[src/rtl/avm_uart_responder.sv]
// Avalon-MM UART responder: RX/TX/STATUS registers over a 2-cycle bus
// handshake, with an 8N1 transmitter and receiver on the board pins.
module avm_uart_responder #(
    parameter int CLKS_PER_BIT = 434
) (
    input  logic        avm_clk,
    input  logic        avm_rst,
    input  logic [4:0]  avm_address,
    input  logic        avm_read,
    input  logic        avm_write,
    input  logic [31:0] avm_writedata,
    output logic [31:0] avm_readdata,
    output logic        avm_waitrequest,
    input  logic        uart_rxd,
    output logic        uart_txd
);

    localparam logic [4:0]  C_ADDR_RX   = 5'h00;
    localparam logic [4:0]  C_ADDR_TX   = 5'h04;
    localparam logic [4:0]  C_ADDR_ST   = 5'h08;
    localparam logic [15:0] C_BIT_LAST  = 16'(CLKS_PER_BIT - 1);
    localparam logic [15:0] C_HALF_LAST = 16'(CLKS_PER_BIT / 2 - 1);

    typedef enum logic [1:0] {
        TX_IDLE,
        TX_START,
        TX_DATA,
        TX_STOP
    } tx_state_t;

    typedef enum logic [1:0] {
        RX_IDLE,
        RX_START,
        RX_DATA,
        RX_STOP
    } rx_state_t;

    // bus handshake
    logic        r_ack;
    logic        w_req;
    logic        w_acc;
    logic        w_rd;
    logic        w_wr;
    logic        w_rd_rx;
    logic        w_rd_st;
    logic        w_wr_tx;

    // transmit path
    tx_state_t   r_tx_state;
    logic [15:0] r_tx_cnt;
    logic [2:0]  r_tx_bit;
    logic [7:0]  r_tx_shift;
    logic [7:0]  r_tx_hold;
    logic        r_trdy;
    logic        r_txd;
    logic        w_tx_last;
    logic        w_tx_take;
    logic        w_tx_accept;

    // receive path
    rx_state_t   r_rx_state;
    logic [1:0]  r_rx_sync;
    logic [15:0] r_rx_cnt;
    logic [2:0]  r_rx_bit;
    logic [7:0]  r_rx_shift;
    logic [7:0]  r_rx_hold;
    logic        r_rrdy;
    logic        r_roe;
    logic        r_fe;
    logic        w_rxd;
    logic        w_rx_done;
    logic        w_stop_ok;
    logic        w_stop_bad;

    // upper write-data bits carry nothing for this peripheral
    logic        w_unused;

    assign w_unused = ^avm_writedata[31:8];

    assign w_req   = avm_read | avm_write;
    assign w_acc   = w_req & r_ack;
    assign w_rd    = w_acc & avm_read;
    assign w_wr    = w_acc & avm_write & ~avm_read;
    assign w_rd_rx = w_rd & (avm_address == C_ADDR_RX);
    assign w_rd_st = w_rd & (avm_address == C_ADDR_ST);
    assign w_wr_tx = w_wr & (avm_address == C_ADDR_TX);

    assign avm_waitrequest = w_req & ~r_ack;

    // the shifter takes the hold byte from idle, or straight out of a stop
    // bit so consecutive frames run with no gap
    assign w_tx_last = (r_tx_cnt == C_BIT_LAST);
    assign w_tx_take = ~r_trdy
                     & ((r_tx_state == TX_IDLE)
                     | ((r_tx_state == TX_STOP) & w_tx_last));

    // a write landing as the hold byte leaves is accepted: hold is free
    assign w_tx_accept = w_wr_tx & (r_trdy | w_tx_take);

    assign w_rxd      = r_rx_sync[1];
    assign w_rx_done  = (r_rx_state == RX_STOP) & (r_rx_cnt == C_BIT_LAST);
    assign w_stop_ok  = w_rx_done & w_rxd;
    assign w_stop_bad = w_rx_done & ~w_rxd;

    assign uart_txd = r_txd;

    // one wait cycle per access, accept on the following cycle
    always_ff @(posedge avm_clk or posedge avm_rst) begin
        if (avm_rst) begin
            r_ack <= 1'b0;
        end else begin
            r_ack <= w_req & ~r_ack;
        end
    end

    // read data is captured on the accept edge
    always_ff @(posedge avm_clk or posedge avm_rst) begin
        if (avm_rst) begin
            avm_readdata <= 32'h0;
        end else if (w_rd) begin
            case (avm_address)
                C_ADDR_RX: avm_readdata <= {24'h0, r_rx_hold};
                C_ADDR_ST: avm_readdata <= {24'h0, r_rrdy, r_trdy, 2'b00,
                                            r_roe, r_fe, 2'b00};
                default:   avm_readdata <= 32'h0;
            endcase
        end
    end

    // TX holding register and its ready flag
    always_ff @(posedge avm_clk or posedge avm_rst) begin
        if (avm_rst) begin
            r_tx_hold <= 8'h0;
            r_trdy    <= 1'b1;
        end else if (w_tx_accept) begin
            r_tx_hold <= avm_writedata[7:0];
            r_trdy    <= 1'b0;
        end else if (w_tx_take) begin
            r_trdy    <= 1'b1;
        end
    end

    // TX frame sequencer: start, 8 data bits LSB first, stop
    always_ff @(posedge avm_clk or posedge avm_rst) begin
        if (avm_rst) begin
            r_tx_state <= TX_IDLE;
            r_tx_cnt   <= 16'h0;
            r_tx_bit   <= 3'h0;
            r_tx_shift <= 8'h0;
            r_txd      <= 1'b1;
        end else begin
            case (r_tx_state)
                TX_IDLE: begin
                    if (w_tx_take) begin
                        r_tx_shift <= r_tx_hold;
                        r_tx_cnt   <= 16'h0;
                        r_txd      <= 1'b0;
                        r_tx_state <= TX_START;
                    end
                end
                TX_START: begin
                    if (w_tx_last) begin
                        r_tx_cnt   <= 16'h0;
                        r_tx_bit   <= 3'h0;
                        r_txd      <= r_tx_shift[0];
                        r_tx_state <= TX_DATA;
                    end else begin
                        r_tx_cnt <= r_tx_cnt + 16'h1;
                    end
                end
                TX_DATA: begin
                    if (w_tx_last) begin
                        r_tx_cnt <= 16'h0;
                        if (r_tx_bit == 3'h7) begin
                            r_txd      <= 1'b1;
                            r_tx_state <= TX_STOP;
                        end else begin
                            r_tx_bit   <= r_tx_bit + 3'h1;
                            r_tx_shift <= {1'b0, r_tx_shift[7:1]};
                            r_txd      <= r_tx_shift[1];
                        end
                    end else begin
                        r_tx_cnt <= r_tx_cnt + 16'h1;
                    end
                end
                TX_STOP: begin
                    if (w_tx_last) begin
                        r_tx_cnt <= 16'h0;
                        if (w_tx_take) begin
                            r_tx_shift <= r_tx_hold;
                            r_txd      <= 1'b0;
                            r_tx_state <= TX_START;
                        end else begin
                            r_tx_state <= TX_IDLE;
                        end
                    end else begin
                        r_tx_cnt <= r_tx_cnt + 16'h1;
                    end
                end
                default: begin
                    r_txd      <= 1'b1;
                    r_tx_state <= TX_IDLE;
                end
            endcase
        end
    end

    // two-flop synchroniser for the asynchronous serial input
    always_ff @(posedge avm_clk or posedge avm_rst) begin
        if (avm_rst) begin
            r_rx_sync <= 2'b11;
        end else begin
            r_rx_sync <= {r_rx_sync[0], uart_rxd};
        end
    end

    // RX frame sequencer: centre-sampled start check, data and stop bits
    always_ff @(posedge avm_clk or posedge avm_rst) begin
        if (avm_rst) begin
            r_rx_state <= RX_IDLE;
            r_rx_cnt   <= 16'h0;
            r_rx_bit   <= 3'h0;
            r_rx_shift <= 8'h0;
        end else begin
            case (r_rx_state)
                RX_IDLE: begin
                    r_rx_cnt <= 16'h0;
                    if (!w_rxd) begin
                        r_rx_state <= RX_START;
                    end
                end
                RX_START: begin
                    if (r_rx_cnt == C_HALF_LAST) begin
                        r_rx_cnt <= 16'h0;
                        r_rx_bit <= 3'h0;
                        if (w_rxd) begin
                            r_rx_state <= RX_IDLE;
                        end else begin
                            r_rx_state <= RX_DATA;
                        end
                    end else begin
                        r_rx_cnt <= r_rx_cnt + 16'h1;
                    end
                end
                RX_DATA: begin
                    if (r_rx_cnt == C_BIT_LAST) begin
                        r_rx_cnt   <= 16'h0;
                        r_rx_shift <= {w_rxd, r_rx_shift[7:1]};
                        if (r_rx_bit == 3'h7) begin
                            r_rx_state <= RX_STOP;
                        end else begin
                            r_rx_bit <= r_rx_bit + 3'h1;
                        end
                    end else begin
                        r_rx_cnt <= r_rx_cnt + 16'h1;
                    end
                end
                RX_STOP: begin
                    if (r_rx_cnt == C_BIT_LAST) begin
                        r_rx_cnt   <= 16'h0;
                        r_rx_state <= RX_IDLE;
                    end else begin
                        r_rx_cnt <= r_rx_cnt + 16'h1;
                    end
                end
                default: begin
                    r_rx_state <= RX_IDLE;
                end
            endcase
        end
    end

    // RX holding register and status flags; a new event beats a clear
    always_ff @(posedge avm_clk or posedge avm_rst) begin
        if (avm_rst) begin
            r_rx_hold <= 8'h0;
            r_rrdy    <= 1'b0;
            r_roe     <= 1'b0;
            r_fe      <= 1'b0;
        end else begin
            if (w_stop_ok) begin
                r_rx_hold <= r_rx_shift;
            end

            if (w_stop_ok) begin
                r_rrdy <= 1'b1;
            end else if (w_rd_rx) begin
                r_rrdy <= 1'b0;
            end

            if (w_stop_ok & r_rrdy & ~w_rd_rx) begin
                r_roe <= 1'b1;
            end else if (w_rd_rx) begin
                r_roe <= 1'b0;
            end

            if (w_stop_bad) begin
                r_fe <= 1'b1;
            end else if (w_rd_st) begin
                r_fe <= 1'b0;
            end
        end
    end

endmodule
[config.mk]
export PLATFORM = sky130hd
export DESIGN_NAME = avm_uart_responder
export DESIGN_NICKNAME = d
export VERILOG_FILES = /design/src/rtl/avm_uart_responder.sv
export SDC_FILE = /design/constraint.sdc
export NUM_CORES = 1
export LEC_CHECK = 0
export ABC_AREA = 1
export CELL_PAD_IN_SITES_DETAIL_PLACEMENT = 0
export CELL_PAD_IN_SITES_GLOBAL_PLACEMENT = 1
export CORE_AREA = 4 4 121 123
export DETAILED_ROUTE_END_ITERATION = 6
export DIE_AREA = 0 0 125 127
export PLACE_DENSITY_LB_ADDON = 0.1
export SYNTH_ARGS = -nofsm -noshare
export SYNTH_HDL_FRONTEND = slang
export SYNTH_SLANG_ARGS = --single-unit
[constraint.sdc]
create_clock -name avm_clk -period 2.6 [get_ports avm_clk]
set_clock_uncertainty 0.15 [all_clocks]
set_input_delay 0.26 -clock avm_clk [delete_from_list [all_inputs] [get_ports avm_clk]]
set_output_delay 0.26 -clock avm_clk [all_outputs]
set_load 0.05 [all_outputs]
Figure 1. Routing congestion (run 1).
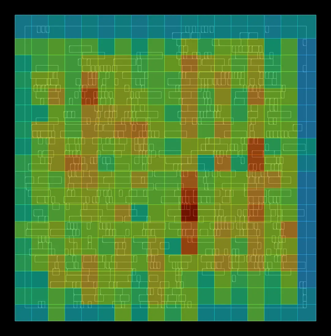
Final Util: 40.5%
grt peak-use layer: met2
grt met2 use: 22.5%
M3 GR Usage: 3.76%

Figure 2. Metal layers overlaid (run 1).
(3 px per micron)
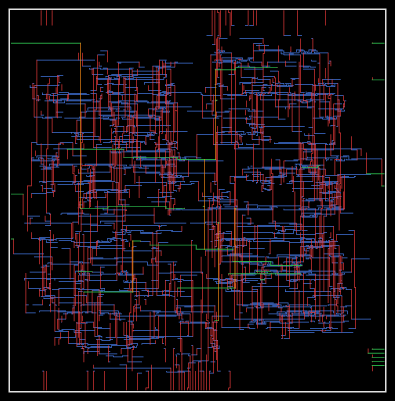
red -> metal 2  # wire length 4940 microns
blue -> metal 1  # wire length 4800 microns
orange -> metal 4  # wire length 191 microns
green -> metal 3  # wire length 305 microns
Vias: 3743
routed wire length per instance: 12.5 microns

==> run summary, run 1 <==
impl run done, here's what came out: status completed, R2R setup slack approximately 440 ps, Detail Route Antenna Nets 0, Total Routing Usage GR a little over an eighth, endpoints failing hold 0, Synth Flop Type dfrtp_1, met3 wire length about 300 microns, GRT Residual Overflow 0, TritonCTS clock tree built, Core ar. between 0.01 and 0.015 sq mm, Starting DRT DRC Count ~270, fin crit period approximately 2200 ps, Top area cell types dfrtp_1, nand2_1, nor2_1, inv_1, nand3_1, initial antenna violation count 0, M1 WL between 4 and 5 mm, clk buf depth 2, slowest CP cell dfrtp_1, critical path class reg -> reg, crit path launch r_tx_cnt[1]$_DFFE_PP0P_, startpoint types flip-flop, nets 689, placed insts around 800, critical path required time between 2000 and 3000 ps, clk_lat worst skew 340 ps, Setup crit end r_tx_hold[1]$_DFFE_PP0P_, P_leak between 2 and 3 nW, R2R cell count 10, Reg clk slew, reported paths approximately 60 ps, Synth logic family simple AND/OR/NAND/NOR gates, final setup fails 0, FF+latch area 0.00226 sq mm, fin worst setup slack around 440 ps, P&R area growth vs syn 15.7%, Vias/cell 4.58, Setup TNS 0 ps, final hold slack ~130 ps, syn_area_per_cell around 8.0 sq um, Multiplexer share 0%, IO Pins between 70 and 80, unrepaired setup endpoints after global routing no, stages on the worst setup path 10, Synth Seq Share 47.2%, FP Util 35.0%, top sig layer met4, aoi share 9.23%, detailed-route DRC error count 0, Critical Path Fanout Max 11, Yosys chip area approximately 0.0048 sq mm, DIE AREA 0.0159 sq mm, Rel. slew slack 64.4%, hpwl dp approximately 7.6 mm, comb. cell area about 0.0021 sq mm, hold buffer count at CTS 0, critical path arrival between 2000 and 2500 ps, HP Class in -> async, Ys Warns 0, r2r endpoint r_tx_hold[1]$_DFFE_PP0P_, filler cell count in the final layout roughly 1400, Post-CTS Setup Inserts 0, PostCTS Resize Cnt 0, Syn Inst Count 596, post-synthesis async set-or-reset flop share 100%, Unique cell types 40, clk root buf clkbuf_16, routability congestion estimate from global placement roughly 0.79, start of the worst register-to-register path r_tx_cnt[1]$_DFFE_PP0P_, worst stage delay on the critical path around 400 ps, H-Tree Depth 3, die height about 130 microns, Worst Setup End Kind flip-flop, Area leader share about 45%, Die W ~130 microns, XOR Share, Synth 2.01%, cell mode on critical path nand2_2, Synth area leader dfrtp_1, EDFF count, synth 0, n_diodes 0, WL met2 between 4 and 5 mm, OpenROAD warning count 57, GR Util met1 17.2%, Top delay family on crit path simple AND/OR/NAND/NOR gates, maximum clock rate ~460 MHz, row count 43
Figure 3. Zoomed window (run 1).
Window x 84 to 104, y 22 to 42 microns. Cells in gray, sequential cells in the stronger gray; small squares are vias.
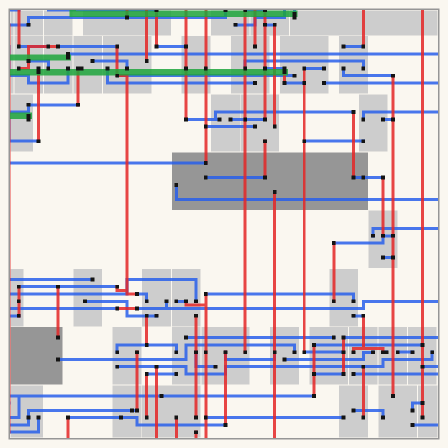
blue -> metal 1
red -> metal 2
green -> metal 3
sequential cells in the window = 1
netlist names of flops here include = `r_tx_cnt` (1)
cells with their middle in the window = 32
most frequent = nand2_1 (9), nor2_1 (7), inv_1 (5)

run 1: state kept, by name, summed over array words and instances (netlist names), named ones only:
signal        cells
r_rx_cnt         16
r_tx_cnt         16
avm_readdata      8
r_rx_hold         8
r_rx_shift        8
r_tx_hold         8
r_tx_shift        8
r_rx_bit          3
r_tx_bit          3
r_rx_sync         2
r_tx_state        2
r_ack             1
r_fe              1
r_roe             1
r_rrdy            1
r_rx_state        1
r_trdy            1
uart_txd          1
run 1: synth_stat cells (4+ instances only):
library cell and instances:
ha_1 14, nand2_2 7, inv_2 6, nand3_1 43
o21ai_0 23, nor2_1 63, xor2_1 9, inv_1 59
a21oi_2 8, nand2_1 165, nand4_1 4, o211ai_1 4
dfrtp_1 86, dfstp_2 4, a21oi_1 10, buf_4 24
o21ai_1 14, nor3_1 14
run 1: stage by stage:
step / util (%) / instance area, sq um / total power [mW]
2_1_floorplan: - / 4880 / 1.64
3_5_place_dp: 38.1 / 5200 / 1.68
6_report: 40.5 / 5540 / 3.10
3_3_place_gp: 38.1 / 5200 / 1.68
5_1_grt: 40.5 / 5540 / 3.24
4_1_cts: 40.5 / 5540 / 3.16
run 1: cell usage in the layout (no fill, tap or decap), types with 2 or more instances in the layout:
master	instances
a21oi_1	10
nand2_4	3
o31ai_1	3
o21ai_1	14
xnor2_1	2
clkdlybuf4s50_1	26
clkbuf_16	9
a21oi_2	8
conb_1	24
o21a_1	3
nand2_2	7
bufinv_16	2
o21ai_0	23
clkinv_1	2
nand2_1	165
inv_2	6
o221ai_1	2
o211ai_1	4
nand4_1	4
ha_1	14
nor2_1	63
nor2_2	2
buf_4	7
nor2_4	2
dfstp_2	4
xor2_1	9
clkbuf_8	3
inv_1	58
clkbuf_1	2
nor3_1	14
nand3_1	43
o22ai_1	3
dfrtp_1	86
run 1: cells by family after synthesis:
logic type      count (synthesis)
simple gates                  308
xor+xnor                       11
flops                          90
compound gates                 73
buf+inv                        99
other cells                     1
fa+ha+maj                      14
run 1: power by group:
part | leakage (nW) | internal, mW | switching, mW | total, mW
logic | 1.31 | 0.0529 | 0.160 | 0.213
clock network | 0.163 | 0.922 | 0.531 | 1.45
registers | 1.17 | 1.43 | 0.0109 | 1.44
run 1: worst min path at each step:
stage	startpoint	to	slack (ps)	cells after the start
2_1_floorplan	uart_rxd	r_rx_sync[0]$_DFF_PP1_	110	0
3_3_place_gp	r_rx_sync[0]$_DFF_PP1_	r_rx_sync[1]$_DFF_PP1_	200	0
3_5_place_dp	r_rx_sync[0]$_DFF_PP1_	r_rx_sync[1]$_DFF_PP1_	200	0
4_1_cts	avm_rst	r_ack$_DFF_PP0_	130	2
5_1_grt	avm_rst	r_ack$_DFF_PP0_	150	2
6_report	avm_rst	r_ack$_DFF_PP0_	130	2
run 1: final cells by class:
cell class              count  share of cell area, %
flip-flops and latches     90                   40.7
multi-input cells         430                   38.4
repair buffers             34                   6.01
clock buffers              14                   4.95
inverters                  68                   4.70
well taps                 180                   4.07
clock inverters             2                   1.08
## Run 2: what changed since run 1
Settings changed: CORE_AREA 4 4 121 123 to 4 4 115 117, DIE_AREA 0 0 125 127 to 0 0 119 121.
Clock period 2.6 ns to 2.25 ns, I/O delays scaled along.
Figure 4. Metal layers overlaid (run 2).
(3 px per micron)
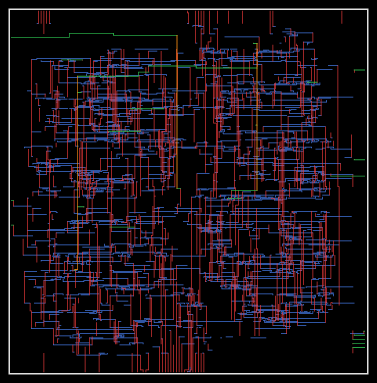
blue -> metal 1  # wire length 4860 microns
red -> metal 2  # wire length 4780 microns
orange -> metal 4  # wire length 166 microns
green -> metal 3  # wire length 213 microns
WL final: 10.0 mm
Total Routing Usage GR: 14.9%
Vias: 3718
routed wire length per instance: 12.3 microns

==> run summary, run 2 <==
impl run done, here's what came out: P_leak 2.63 nW, initial antenna violation count 0, die height ~120 microns, Unique cell types approximately 40, Post-CTS Setup Inserts 0, Ys Warns 0, final setup fails 0, Design Area, Final around 0.0055 sq mm, hpwl dp between 7 and 8 mm, Seq pwr share around 50%, clock share of power about 43%, Worst Setup End Kind output port, fin crit period ~2000 ps, switching part of the total 25.8%, Top delay family on crit path buffers and inverters, HP Class in -> reg, Synth Seq Share a little under half, Syn Inst Count ~600, H-Tree Depth 3, status completed, clk root buf clkbuf_16, syn_area_per_cell 8.03 sq um, Placed Area roughly 0.0052 sq mm, critical path class reg -> out, nets roughly 690, critical path required time around 1900 ps, maximum clock rate 491 MHz, IO Pins between 70 and 80, clk_lat worst skew approximately 350 ps, final hold slack between 100 and 150 ps, hold buffer count at CTS 0, n_diodes 0, Top area cell types dfrtp_1, nand2_1, nor2_1, inv_1, nand3_1, Synth area leader dfrtp_1, slowest CP cell clkdlybuf4s50_1, most numerous logic cells after layout nand2_1, dfrtp_1, nor2_1, row count roughly 40, synth cell count leaders nand2_1, dfrtp_1, nor2_1, Rel. slew slack around 65%, placed insts a little under 800, Setup TNS 0 ps, most common cell in the netlist nand2_1, EDFF count, synth 0, Core ar. ~0.012 sq mm, Yosys chip area between 0.004 and 0.005 sq mm, clk buf depth 2, Starting DRT DRC Count roughly 230, largest registers r_rx_cnt x16, r_tx_cnt x16, post-synthesis async set-or-reset flop share 100%, Detail Route Antenna Nets 0, DIE AREA between 0.01 and 0.015 sq mm, endpoints failing hold 0, detailed-route DRC error count 0, routability congestion estimate from global placement 0.798
[run 2: cell counts after synthesis]
Identical to the previous run, type by type.
[run 2: layer usage]
metal	track usage (%)	wire, microns	vias to the layer above	part of all wire (%)
li1	-	-	1934	-
met1	19.7	4860	1742	49
met2	24.1	4780	32	48
met3	2.75	213	10	2.1
met4	6.15	165	0	1.6
met5	0	0	-	0
[run 2: kinds of logic after synthesis]
logic type	synth area share (%)
and+or+nand+nor	27.7
buffers and inverters	10.2
DFF	47.2
AOI/OAI and AO/OA	9.23
adders and majority gates	3.66
xor gates and xnor gates	2.01
other	0.0783
[run 2: final timing paths]
kind | start | to | slack [ps] | depth (start not counted)
setup / recovery | uart_txd$_DFFE_PP1P_ | uart_txd | 210 | 1
hold / removal | uart_rxd | r_rx_sync[0]$_DFF_PP1_ | 140 | 1
setup reg to reg | r_tx_cnt[1]$_DFFE_PP0P_ | r_tx_shift[7]$_DFFE_PP0P_ | 260 | 11
hold reg to reg | r_rx_sync[0]$_DFF_PP1_ | r_rx_sync[1]$_DFF_PP1_ | 210 | 0
max in group asynchronous | avm_rst | uart_txd$_DFFE_PP1P_ | 1350 | 3
min in group asynchronous | avm_rst | r_tx_cnt[7]$_DFFE_PP0P_ | 190 | 3
[run 2: layout make-up]
| cell class | instances | area, sq um |
|---|---|---|
| Clock buffer | 10 | 229 |
| Fill cell | 1249 | 6860 |
| Inverter | 68 | 260 |
| Tap cell | 172 | 215 |
| Clock inverter | 6 | 50.0 |
| Timing Repair Buffer | 36 | 360 |
| Sequential cell | 90 | 2260 |
| Multi-Input combinational cell | 430 | 2130 |
[run 2: through the flow]
step | power (mW) | utilization (%)
global route | 3.51 | 44.5
detailed placement | 1.95 | 42.2
CTS | 3.42 | 44.5
floorplan | 1.90 | -
finish | 3.34 | 44.5
global placement | 1.94 | 42.2
[run 2: power by group through the flow]
| stage | clock [mW] | sequential (mW) | combinational (mW) |
|---|---|---|---|
| after floorplan | 0 | 1.70 | 0.202 |
| after detailed placement | 0 | 1.69 | 0.256 |
| final | 1.43 | 1.66 | 0.251 |
| after CTS | 1.50 | 1.66 | 0.256 |
| after global routing | 1.57 | 1.66 | 0.273 |
| after global placement | 0 | 1.69 | 0.254 |
[run 2: worst register-to-register path, stage by stage, from the launching register on]
cell and delay (ps):
dfrtp_1 400, inv_1 90, ha_1 160, nand3_1 80, nor2_1 180, nand2_2 120, nand2_2 190, nand3_4 130
nand2_4 150, nand2_4 100, nand2_1 80, nand2_1 60
## Run 3: what changed since run 2
Settings changed: ABC_CLOCK_PERIOD_IN_PS set to 2250, CORE_AREA 4 4 115 117 to 4 4 114 116, CTS_BUF_LIST set to sky130_fd_sc_hd__clkbuf_8, DIE_AREA 0 0 119 121 to 0 0 118 120.
Figure 5. M4 wires (run 3).
(3 px per micron) Cells faint in the background.
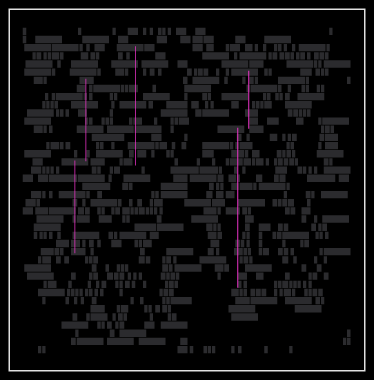
longest straight run = 53.0 microns
share of all routed wire = 1.7%
nets with wire on the layer = 2
wire length on this layer = 169 microns
main direction = vertical
Vias: 3745
WL final: 10.0 mm

==> run summary, run 3 <==
impl run done, here's what came out: worst slew pin tran 541 ps, routed wire length per instance about 13 microns, maximum clock rate 480 MHz, status completed, slowest CP cell clkdlybuf4s50_1, final setup fails 0, worst stage delay on the critical path ~790 ps, r2r endpoint r_tx_hold[0]$_DFFE_PP0P_, clk_lat worst skew around 380 ps, Reg clk slew, reported paths approximately 100 ps, Starting DRT DRC Count 173, HP Class in -> async, crit path launch uart_txd$_DFFE_PP1P_, Top delay family on crit path buffers and inverters, Die W around 120 microns, hpwl dp 7.38 mm, Critical Path Fanout Max 2, fin worst setup slack 167 ps, IO Pins 76, nets roughly 690, EDFF count, synth 0, initial antenna violation count 0, Max IR drop VDD ~0.00026 V, Synth area leader dfrtp_1, Syn Inst Count a little under 600, GRT Residual Overflow 0, Setup crit end uart_txd, start of the worst register-to-register path r_tx_cnt[1]$_DFFE_PP0P_, P_leak about 2.6 nW, Setup TNS 0 ps, PwrDens 572 mW/mm^2, most frequent logic cell in the layout nand2_1, Ys Warns 0, PostCTS Resize Cnt 0, hold buffer count at CTS 0, Rel. slew slack a little under two thirds, Core ar. ~0.012 sq mm, Synth Flop Type dfrtp_1, clk root buf clkbuf_8, Total Routing Usage GR between 10% and 20%, P&R area growth vs syn 13.3%, synth cell count leaders nand2_1, dfrtp_1, nor2_1, endpoints failing hold 0, critical path arrival 1710 ps, Unique cell types 40, DP Worst Slack between 200 and 250 ps, FP Util 40.2%, stages on the worst setup path 1, detailed-route DRC error count 0, Synth Seq Share a little under half, post-synthesis async set-or-reset flop share 100%, H-Tree Depth 3, Vias/cell 4.75, routability congestion estimate from global placement between 0.8 and 0.9, critical path class reg -> out, die height 120 microns, row count about 40, R2R setup slack around 260 ps, filler cell count in the final layout ~1200, most numerous logic cells after layout nand2_1, dfrtp_1, nor2_1, Yosys chip area 0.00479 sq mm, final hold slack between 20 and 25 ps, Top area cell types dfrtp_1, nand2_1, nor2_1, inv_1, nand3_1, startpoint types flip-flop, fin crit period ~2100 ps, DIE AREA approximately 0.014 sq mm, clk buf depth 2, OpenROAD warning count 57, syn_area_per_cell approximately 8 sq um, Tot Pwr a little over 3 mW, critical path required time 1880 ps, n_diodes 0, largest registers r_rx_cnt x16, r_tx_cnt x16, Post-CTS Setup Inserts 0, Detail Route Antenna Nets 0, Area leader share 45.0%, unrepaired setup endpoints after global routing no, TritonCTS clock tree built, Worst Setup End Kind output port
[run 3: cell type report]
cell class | instances | area (sq um) | area share, %
Inverter | 68 | 260 | 4.80
Clock buffer | 9 | 124 | 2.28
Timing Repair Buffer | 37 | 380 | 7.02
Sequential cell | 90 | 2260 | 41.6
Tap cell | 147 | 184 | 3.39
Multi-Input combinational cell | 430 | 2130 | 39.3
Clock inverter | 7 | 86.3 | 1.59
[run 3: where the power goes]
group	switching (mW)	internal, mW	leakage [nW]
Combinational	0.186	0.0676	1.34
Sequential	0.0136	1.65	1.17
Clock	0.654	0.535	0.107
Total	0.854	2.25	2.62
[run 3: metrics by stage]
stage | std cells | instance area (sq um)
after floorplan | 619 | 4880
after global placement | 772 | 5210
after detailed placement | 772 | 5210
after CTS | 788 | 5420
after global routing | 788 | 5420
final | 788 | 5420
[run 3: logic make-up after synthesis]
group	count (synthesis)	share of synthesized area, %
AND-OR/OR-AND	73	9.23
XOR/XNOR	11	2.01
adder cells (fa/ha/maj)	14	3.66
buffers and inverters	99	10.2
flip-flops	90	47.2
other	1	0.0783
AND/OR/NAND/NOR	308	27.7
[run 3: how the worst min path moves through the flow]
| stage | start | to | slack (ps) | depth (start not counted) |
|---|---|---|---|---|
| floorplan | uart_rxd | r_rx_sync[0]$_DFF_PP1_ | 80 | 0 |
| global placement | r_rx_sync[0]$_DFF_PP1_ | r_rx_sync[1]$_DFF_PP1_ | 200 | 0 |
| detailed placement | r_rx_sync[0]$_DFF_PP1_ | r_rx_sync[1]$_DFF_PP1_ | 200 | 0 |
| CTS | avm_rst | r_rx_cnt[13]$_DFF_PP0_ | 20 | 2 |
| global route | avm_rst | r_rx_cnt[13]$_DFF_PP0_ | 40 | 2 |
| finish | avm_rst | r_rx_cnt[13]$_DFF_PP0_ | 20 | 2 |
[run 3: layer usage]
| metal | vias up | track usage [%] | share of wire (%) |
|---|---|---|---|
| met5 | - | 0 | 0 |
| met1 | 1753 | 20.3 | 49 |
| li1 | 1934 | - | - |
| met2 | 45 | 23.4 | 47 |
| met4 | 0 | 6.45 | 1.7 |
| met3 | 13 | 2.40 | 2.9 |

==> gallery <==
Clock wires, drivers and flops.
(2 px per micron)
image #1
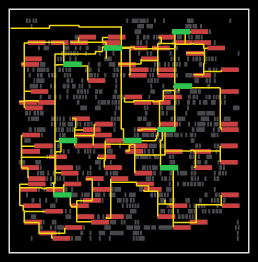
image #2
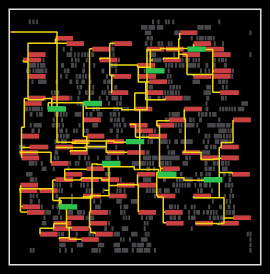
image #3
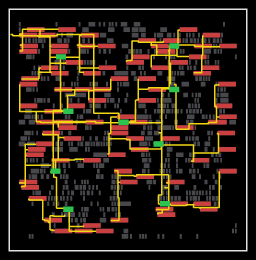
- image #3 = run 3
- image #2 = run 1
- image #1 = run 2

Key to image #3:
yellow -> clock wires  # length 1280 microns
red -> flip-flops  # count 90
green -> clock drivers  # count 9
routed clock nets = 10

Power figures rest on the tool's default switching activity, not on a simulated workload.
